[src/rtl/lr35902_iobus_pkg.sv]
// Shared definitions for the LR35902 high-page I/O bus controller:
// device indices, FSM state encoding and fixed bus constants.
package lr35902_iobus_pkg;

  localparam int NDEV = 9;

  typedef logic [3:0] dev_idx_t;

  localparam dev_idx_t DEV_P1   = 4'd0;
  localparam dev_idx_t DEV_ELP  = 4'd1;
  localparam dev_idx_t DEV_TIM  = 4'd2;
  localparam dev_idx_t DEV_IF   = 4'd3;
  localparam dev_idx_t DEV_APU  = 4'd4;
  localparam dev_idx_t DEV_PPU  = 4'd5;
  localparam dev_idx_t DEV_HRAM = 4'd6;
  localparam dev_idx_t DEV_IE   = 4'd7;
  localparam dev_idx_t DEV_EXT  = 4'd8;

  localparam logic [7:0] OPEN_BUS = 8'hFF;
  localparam logic [7:0] ADR_BROM = 8'h50;

  typedef enum logic [1:0] {
    ST_IDLE   = 2'd0,
    ST_ACCESS = 2'd1,
    ST_DONE   = 2'd2
  } state_t;

endpackage

[src/rtl/lr35902_iobus_dec.sv]
// Combinational high-page address decoder. Fixed devices are matched in
// priority order; the extension window is tested last so it can never
// shadow a fixed device.
module lr35902_iobus_dec
  import lr35902_iobus_pkg::*;
#(
  parameter logic [7:0]  EXT_BASE = 8'h68,
  parameter int unsigned EXT_LOG2 = 3
) (
  input  logic [7:0] adr,
  output dev_idx_t   dev_idx,
  output logic       is_brom,
  output logic       is_unmapped
);

  localparam logic [7:0] EXT_MASK = 8'(8'hFF << EXT_LOG2);

  // Priority decode, first match wins.
  always_comb begin
    dev_idx     = DEV_P1;
    is_brom     = 1'b0;
    is_unmapped = 1'b0;
    if (adr == 8'hFF)                                  dev_idx = DEV_IE;
    else if (adr == 8'h0F)                             dev_idx = DEV_IF;
    else if (adr[7])                                   dev_idx = DEV_HRAM;
    else if (adr == ADR_BROM)                          is_brom = 1'b1;
    else if (adr[7:4] == 4'h4)                         dev_idx = DEV_PPU;
    else if (adr >= 8'h10 && adr <= 8'h3F)             dev_idx = DEV_APU;
    else if (adr[7:2] == 6'b000001)                    dev_idx = DEV_TIM;
    else if (adr == 8'h00)                             dev_idx = DEV_P1;
    else if (adr == 8'h01 || adr == 8'h02)             dev_idx = DEV_ELP;
    else if ((adr & EXT_MASK) == (EXT_BASE & EXT_MASK)) dev_idx = DEV_EXT;
    else                                               is_unmapped = 1'b1;
  end

endmodule

[src/rtl/lr35902_iobus.sv]
// LR35902 high-page I/O bus controller. Accepts one CPU access at a time,
// drives a one-hot device select until ack (or timeout), returns read data
// with a single-cycle ready pulse, and owns the sticky boot-ROM hide flag.
// Build option: LR35902_IOBUS_TIMEOUT_EN enables the ACCESS timeout counter
// and timeout_err; without it ACCESS waits for dev_ack indefinitely.
module lr35902_iobus
  import lr35902_iobus_pkg::*;
#(
  parameter int unsigned TIMEOUT_CYC = 7,
  parameter logic [7:0]  EXT_BASE    = 8'h68,
  parameter int unsigned EXT_LOG2    = 3
) (
  input  logic              clk,
  input  logic              reset,
  input  logic [7:0]        adr,
  input  logic [7:0]        wdata,
  input  logic              rd,
  input  logic              wr,
  output logic [NDEV-1:0]   cs,
  input  logic [NDEV-1:0]   dev_ack,
  input  logic [8*NDEV-1:0] dev_rdata,
  output logic [7:0]        rdata,
  output logic              ready,
  output logic              busy,
  output logic              brom_hide,
  output logic              timeout_err
);

  localparam logic [7:0] EXT_MASK = 8'(8'hFF << EXT_LOG2);

  if (TIMEOUT_CYC < 1 || TIMEOUT_CYC > 255 || EXT_LOG2 > 4 ||
      (EXT_BASE & ~EXT_MASK) != 8'h00) begin : g_bad_cfg
    $error("lr35902_iobus: illegal TIMEOUT_CYC / EXT_BASE / EXT_LOG2");
  end

  state_t   state;
  dev_idx_t sel_q;
  logic     wr_q;

  dev_idx_t dec_idx;
  logic     dec_brom;
  logic     dec_unmapped;
  logic     ack_sel;
  logic     timeout_hit;
  logic [7:0] rd_slice;

  // Only bit 0 of wdata has a meaning inside this block (boot-ROM hide).
  logic unused_wdata;
  assign unused_wdata = ^wdata[7:1];

  lr35902_iobus_dec #(
    .EXT_BASE (EXT_BASE),
    .EXT_LOG2 (EXT_LOG2)
  ) u_dec (
    .adr         (adr),
    .dev_idx     (dec_idx),
    .is_brom     (dec_brom),
    .is_unmapped (dec_unmapped)
  );

  assign ack_sel = dev_ack[sel_q];

  // Read-data mux from the latched device index.
  always_comb begin
    rd_slice = OPEN_BUS;
    for (int i = 0; i < NDEV; i++) begin
      if (sel_q == dev_idx_t'(i)) rd_slice = dev_rdata[8*i +: 8];
    end
  end

`ifdef LR35902_IOBUS_TIMEOUT_EN
  logic [7:0] timer;

  assign timeout_hit = (timer == 8'(TIMEOUT_CYC - 1));

  // Cycle counter for the current ACCESS; zero outside ACCESS.
  always_ff @(posedge clk) begin
    if (reset) begin
      timer <= 8'd0;
    end else if (state == ST_ACCESS && !ack_sel && !timeout_hit) begin
      timer <= timer + 8'd1;
    end else begin
      timer <= 8'd0;
    end
  end

  // Sticky flag: an access ran out of time without an ack.
  always_ff @(posedge clk) begin
    if (reset) begin
      timeout_err <= 1'b0;
    end else if (state == ST_ACCESS && timeout_hit && !ack_sel) begin
      timeout_err <= 1'b1;
    end
  end
`else
  assign timeout_hit = 1'b0;
  assign timeout_err = 1'b0;
`endif

  // Access sequencer with registered bus outputs.
  always_ff @(posedge clk) begin
    if (reset) begin
      state     <= ST_IDLE;
      sel_q     <= DEV_P1;
      wr_q      <= 1'b0;
      cs        <= '0;
      rdata     <= OPEN_BUS;
      ready     <= 1'b0;
      busy      <= 1'b0;
      brom_hide <= 1'b0;
    end else begin
      case (state)
        ST_IDLE: begin
          ready <= 1'b0;
          if (rd || wr) begin
            busy  <= 1'b1;
            wr_q  <= wr;
            sel_q <= dec_idx;
            if (dec_brom) begin
              state <= ST_DONE;
              ready <= 1'b1;
              if (wr) begin
                if (wdata[0]) brom_hide <= 1'b1;
              end else begin
                rdata <= {7'b1111111, brom_hide};
              end
            end else if (dec_unmapped) begin
              state <= ST_DONE;
              ready <= 1'b1;
              if (!wr) rdata <= OPEN_BUS;
            end else begin
              state <= ST_ACCESS;
              cs    <= NDEV'(1) << dec_idx;
            end
          end
        end
        ST_ACCESS: begin
          if (ack_sel) begin
            if (!wr_q) rdata <= rd_slice;
            cs    <= '0;
            ready <= 1'b1;
            state <= ST_DONE;
          end else if (timeout_hit) begin
            if (!wr_q) rdata <= OPEN_BUS;
            cs    <= '0;
            ready <= 1'b1;
            state <= ST_DONE;
          end
        end
        ST_DONE: begin
          ready <= 1'b0;
          busy  <= 1'b0;
          cs    <= '0;
          state <= ST_IDLE;
        end
        default: begin
          state <= ST_IDLE;
          cs    <= '0;
          ready <= 1'b0;
          busy  <= 1'b0;
        end
      endcase
    end
  end

endmodule

[config.mk]
export PLATFORM = sky130hd
export DESIGN_NAME = lr35902_iobus
export DESIGN_NICKNAME = d
export VERILOG_FILES = /design/src/rtl/lr35902_iobus_pkg.sv /design/src/rtl/lr35902_iobus_dec.sv /design/src/rtl/lr35902_iobus.sv
export SDC_FILE = /design/constraint.sdc
export NUM_CORES = 1
export LEC_CHECK = 0
export ABC_AREA = 1
export CORE_MARGIN = 2
export CORE_UTILIZATION = 30
export CTS_CLUSTER_DIAMETER = 80
export DETAILED_ROUTE_END_ITERATION = 6
export GPL_ROUTABILITY_DRIVEN = 0
export GPL_TIMING_DRIVEN = 0
export PLACE_DENSITY_LB_ADDON = 0.1
export RECOVER_POWER = 100
export REMOVE_ABC_BUFFERS = 1
export SETUP_SLACK_MARGIN = 0.02
export SYNTH_ARGS = -nofsm -noshare
export SYNTH_HDL_FRONTEND = slang
export SYNTH_SLANG_ARGS = --single-unit
[constraint.sdc]
create_clock -name clk -period 4.2 [get_ports clk]
set_input_delay 1.05 -clock clk [delete_from_list [all_inputs] [get_ports clk]]
set_output_delay 1.05 -clock clk [all_outputs]
set_load 0.03 [all_outputs]
### Metal 1, run 1

Scale: 4 px per um. Supply wires on this layer in gray.
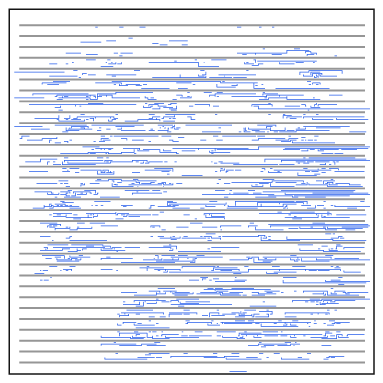
main direction = horizontal
longest straight run = 27.8 um
wire length on this layer = 3380 um
Routed WL: 7400 um
Vias: 2834

### Signal wires on met2, run 1

Scale: 3 px per um. Cells faint in the background.
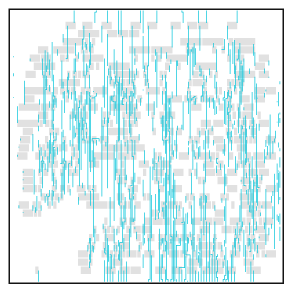
nets with wire on the layer = 498
main direction = vertical
met2 usage: 32.8%

==> deck_impl_summary.md, run 1 <==
Implementation Results

Layout
  – Area delta synth->final: 54.6%
  – Sequential cell area: ~540 um^2

GRT
  – Total gr overflow: 0
  – First-pass GRT wire length: approximately 12000 um
  – Vias in the first global route: between 2k and 3k
  – Antenna violations before repair: 0

CTS
  – Clock-pin slew on the worst setup and hold paths: ~0.1 ns
  – Clock sinks: 27
  – Insertion Delay late pin: 0.28 ns

Yosys
  – Yosys cell count: 413
  – Ys flops: 27
  – Simple-Gate Area Share: a little over half
  – Mapped cell area: 0.00226 mm^2
  – Synth warn: 0
  – Synthesized netlist cell count: between 400 and 500
  – Top non-seq family: simple AND/OR/NAND/NOR gates
  – Distinct lib cells: 28
  – XORs/XNORs by Area: 0%
  – Adder Area Share: 0%
  – Syn_area_per_cell: about 5.5 um^2

Run status
  – Result of the run: finished clean

Setup path
  – Crit path DAT: between 3 and 4 ns
  – Critical Path End Type: register
  – CP Class: in -> reg
  – Critical Path Source Type: input pin
  – Crit-path max FO: 10

Drt
  – Via/cell ratio: about 4.6
  – Antenna viol nets, final: 0
  – Drt wl/cell: roughly 12 um
  – Initial DRT Pass Iterations: 4
  – # DRC: 0

STA
  – Worst relative slew slack: 48.7%
  – Tmin final: a little over 3 ns
  – Fmax: ~320 MHz
  – Post-Route Setup TNS: 0 ns
  – Max-slew violations: 0

Floorplan
  – Core Box Area: 0.00729 mm^2
  – Die area: between 0.008 and 0.009 mm^2
  – Site row count: 31

Power
  – Power density over the cells: a little under 300 mW/mm^2
  – Peak VDD IR: between 150 and 200 uV

Placement
  – Dpl hpwl: slightly above 6000 um
### Signal wires on met3, run 1

Scale: 4 px per um.
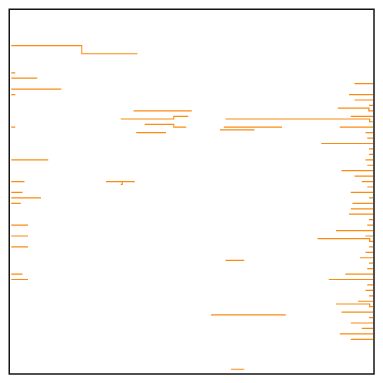
longest straight run = 35.9 um
share of all routed wire = 5.8%
grt met3 use: 2.67%

==> run 1: cell type report <==
class	instances	share of cell area (%)
repair buffers	113	32.3
flip-flops and latches	27	15.5
inverters	75	8.19
multi-input cells	303	39.0
clock buffers	3	1.18
well taps	99	3.54
clock inverters	1	0.250
==> run 1: path summary, 6_finish.rpt <==
path            start       end  cells past startpoint
max            adr[7]     cs[1]                     13
min             cs[7]     cs[7]                      2
max reg2reg  sel_q[0]  rdata[3]                     11
min reg2reg     cs[7]     cs[7]                      2
==> run 1: critical path, stage by stage <==
cell and delay, ns:
dlygate4sd3_1 0.53, inv_1 0.20, nand2_1 0.13, nor2_1 0.18, nand3_1 0.18, nand2_1 0.10
nor2_1 0.05, nand2_2 0.07, nand2_2 0.04, nand2_1 0.21, nand2_1 0.27, o21ai_0 0.22
nor2_1 0.05
==> run 1: state kept, by name, summed over array words and instances (netlist names) <==
signal,flops
cs,9
rdata,8
sel_q,4
state,2
brom_hide,1
busy,1
ready,1
wr_q,1
==> run 1: through the flow <==
stage	area (um^2)	setup slack, ns
global route	3500	0.794
floorplan	2220	2.04
global placement	3480	1.34
CTS	3530	1.60
finish	3500	1.09
detailed placement	3480	1.32
==> run 1: routing by layer <==
layer | track usage [%] | vias to the layer above | wire length (um)
li1 | - | 1493 | -
met5 | 0 | - | 0
met2 | 32.8 | 81 | 3540
met3 | 2.67 | 4 | 430
met1 | 23.1 | 1256 | 3380
met4 | 2.02 | 0 | 46
==> run 1: power breakdown <==
| group | switching (mW) | internal, mW |
|---|---|---|
| combinational | 0.329 | 0.229 |
| clock | 0.0848 | 0.0696 |
| sequential | 0.0314 | 0.298 |
## Run 2: what changed since run 1
Clock period 4.2 ns to 3 ns, I/O delays scaled along.
==> deck_impl_summary.md, run 2 <==
Implementation Results

Run status
  – Result of the run: finished clean

Yosys
  – Adder Area Share: 0% (unchanged)
  – Distinct lib cells: 28 (unchanged)

GRT
  – Grt met3 use: 2.67% (unchanged)
  – Grt met1 use: 23.1% (unchanged)
  – First-pass GRT wire length: 12500 um (unchanged)

Setup path
  – Worst Setup EP: rdata[3]
  – CP startpoint: adr[7]
  – FF-to-FF End: rdata[0]
  – Critical R2R Launch: sel_q[0]
  – Critical Path End Type: register
  – Crit-path max FO: 9 (-1)
  – Critical Path Source Type: input pin

STA
  – Fmax: approximately 420 MHz
  – Tmin final: between 2 and 2.5 ns

Power
  – Seq pwr: 0.461 mW (+40%)
  – Leading power group: combinational logic
  – Peak VDD IR: 246 uV (+43%)
  – Sequential share of power: 31.2% (-0.4 points)

Placement
  – Dpl hpwl: 6120 um (unchanged)

Floorplan
  – Die area: 0.00825 mm^2 (unchanged)

CTS
  – Insertion Delay late pin: 0.28 ns (about the same)

Drt
  – Top sig layer: met4
-- run 2: cell counts after synthesis --
Identical to the previous run, type by type.
-- run 2: cell families after synthesis --
group                  count (synthesis)
AND-OR/OR-AND                         34
buffers and inverters                 83
flip-flops                            27
other                                  1
AND/OR/NAND/NOR                      268
-- run 2: layout make-up --
cell class                 instances  area, um^2  area share [%]
clock buffer                       3        41.3            1.17
tap                               99         124            3.52
clock inverter                     1        8.76           0.249
inverter                          75         287            8.13
sequential                        27         541            15.3
timing repair buffer             113        1130            32.1
multi-input combinational        303        1390            39.5
-- run 2: per-stage QoR --
| step | util, % | power [mW] | instances | hold slack, ns |
|---|---|---|---|---|
| 2_1_floorplan | - | 0.971 | 405 | 0.435 |
| 3_5_place_dp | 47.7 | 1.30 | 617 | 0.441 |
| 3_3_place_gp | 47.7 | 1.29 | 617 | 0.437 |
| 4_1_cts | 48.4 | 1.52 | 621 | 0.457 |
| 5_1_grt | 48.3 | 1.61 | 621 | 0.473 |
| 6_report | 48.3 | 1.48 | 621 | 0.448 |
-- run 2: worst max-delay path, cell delays in order --
cell	delay, ns
clkdlybuf4s50_1	0.39
inv_1	0.20
nand2_1	0.13
nor2_1	0.17
nand3_1	0.18
nand2_1	0.10
nor2_1	0.05
nand2_2	0.06
nand3_1	0.15
nand3_4	0.17
inv_4	0.07
nand2_1	0.06
nand3_1	0.06
-- run 2: how the worst min path moves through the flow --
stage / start / end / slack (ns) / cells past startpoint
floorplan: wr_q / wr_q / 0.43 / 2
global placement: cs[7] / cs[7] / 0.44 / 2
detailed placement: cs[3] / cs[3] / 0.44 / 2
CTS: cs[3] / cs[3] / 0.46 / 2
global route: cs[3] / cs[3] / 0.47 / 2
finish: cs[7] / cs[7] / 0.45 / 2
### Signal wires on met3, run 2

Scale: 4 px per um.
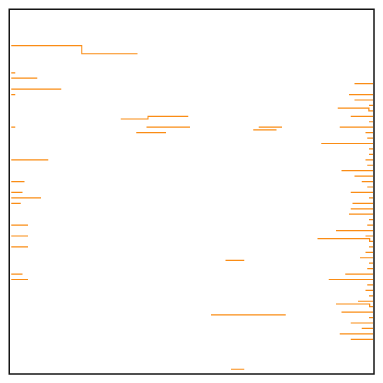
share of all routed wire = 4.9%
wire length on this layer = 360 um
nets with wire on the layer = 69
longest straight run = 18.4 um
main direction = horizontal
Vias: 2821
Routed WL: 7410 um

### Cell outlines without signal wires, run 2

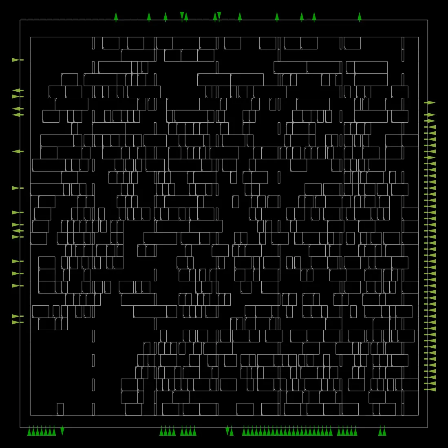
Fillers: 852
site row count: 31
Core Box Area: 0.00729 mm^2
Seq/total area: 15.3%

### Signal wires on met2, run 2

Scale: 3 px per um. Cells faint in the background.
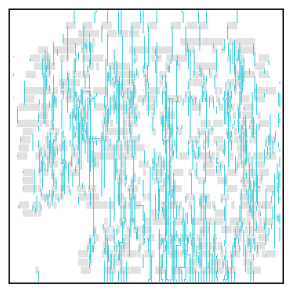
nets with wire on the layer = 495
longest straight run = 37.6 um
main direction = vertical
share of all routed wire = 48%

## Run 3: what changed since run 2
Clock period 3 ns to 2.19 ns, I/O delays scaled along.
==> deck_impl_summary.md, run 3 <==
Implementation Results

Run status
  – Result of the run: finished clean

Setup path
  – Crit path DAT: approximately 2.2 ns
  – CP max stage cell: dlygate4sd3_1
  – Worst path cell trace: dlygate4sd3_1, inv_2, nand2_1, nor2_1, nand2_2, nand3_1, nor2_1, nand2_2, nand2_2, nand2_4, nand2_4, o21ai_1, nor2_1
  – Crit-path max FO: 10 (+1)
  – Critical R2R Launch: state[0]
  – FF-to-FF End: rdata[3]
  – CP startpoint: adr[3]
  – Reg2Reg Depth: 11

Drt
  – Top sig layer: met4

Yosys
  – Async S/R FF share, synth: 0%
  – Distinct lib cells: 28 (unchanged)
  – Synth top cell by count: nand2_1

STA
  – Fmax: about 500 MHz
  – Tmin final: 2.01 ns
  – Hold Slack: 0.448 ns (-0.0000930 ns)

Hold path
  – Hold Crit Start: cs[7]
  – Hold path depth: 2 (unchanged)
  – WHS Endpoint: cs[7]

Layout
  – Fraction of layout cells with a size suffix above 1: between 10% and 20%
  – Final #Nets: roughly 630
  – Fin cells: 626 (+0.81%)
  – Area delta synth->final: 59.2%

CTS
  – Insertion Delay late pin: 0.28 ns (about the same)

Floorplan
  – I/O pins: 122
  – Die area: 0.00825 mm^2 (unchanged)
  – Die Y: about 91 um
  – Site row count: 31 (unchanged)
  – Die Wd: 90.8 um
  – Core Box Area: 0.00729 mm^2 (unchanged)

GRT
  – Largest net degree at the start of global routing: 18
  – First-pass GRT wire length: 12500 um (unchanged)
  – Grt met3 use: 2.67% (unchanged)

Power
  – Leak: between 1.5 and 2 nW
  – Peak VDD IR: 358 uV (+45%)
  – Total Power: 2.07 mW (+40%)

Placement
  – Cells after DPL: 617 (unchanged)
[run 3: cell counts after synthesis]
No cell type changed its count.
[run 3: repair_timing]
action / CTS / global route
buffers inserted: 0 / 4
hold endpoints to repair: 0 / 0
resized: 0 / 8
setup endpoints to repair: 0 / 17
[run 3: worst max-delay path: cells and delay by family]
family | cells | cell delay (ns)
AND-OR/OR-AND | 1 | 0.13
AND/OR/NAND/NOR | 10 | 0.81
buffers and inverters | 2 | 0.68
[run 3: metrics by stage]
stage | util [%] | instance area, um^2
after floorplan | - | 2220
after global placement | 47.7 | 3480
after detailed placement | 47.7 | 3480
after CTS | 48.4 | 3530
after global routing | 49.4 | 3600
final | 49.4 | 3600
[run 3: kinds of logic after synthesis]
| logic type | after synthesis | synth area share [%] |
|---|---|---|
| compound gates | 34 | 7.80 |
| buf+inv | 83 | 14.3 |
| flops | 27 | 23.9 |
| other cells | 1 | 0.166 |
| simple gates | 268 | 53.8 |
[run 3: layout make-up]
class,count,area (um^2)
Clock buffer,3,41.3
Sequential cell,27,541
Clock inverter,1,8.76
Fill cell,847,3690
Multi-Input combinational cell,304,1430
Timing Repair Buffer,117,1160
Tap cell,99,124
Inverter,75,289
[run 3: how the worst max path moves through the flow]
stage	end	slack, ns
after detailed placement	rdata[3]	-0.19
after global routing	cs[1]	0.03
after floorplan	rdata[0]	0.49
after global placement	rdata[3]	-0.17
final	cs[1]	0.18
after CTS	rdata[0]	0.06
[run 3: report_power, final]
part / internal (mW) / switching, mW / leakage, nW
Sequential: 0.571 / 0.0648 / 0.222
Combinational: 0.463 / 0.668 / 1.44
Clock: 0.134 / 0.165 / 0.0261
### Signal wires on met3, run 3

Scale: 4 px per um.
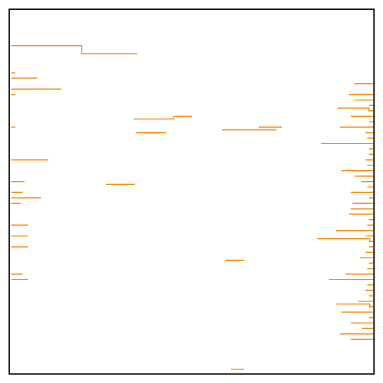
main direction = horizontal
longest straight run = 17.5 um
wire length on this layer = 344 um
Routed WL: 7580 um
Vias: 2849

### Metal 1, run 3

Scale: 4 px per um. Supply wires on this layer in gray.
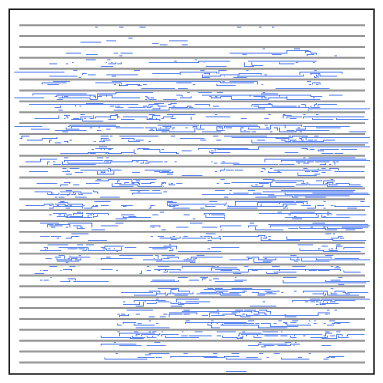
longest straight run = 29.0 um
nets with wire on the layer = 563
main direction = horizontal
grt met1 use: 23.1%

### Signal wires on met2, run 3

Scale: 3 px per um. Cells faint in the background.
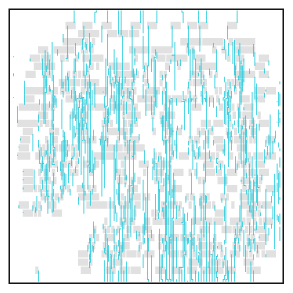
wire length on this layer = 3620 um
main direction = vertical

Power is estimated from default activity; no workload was simulated.
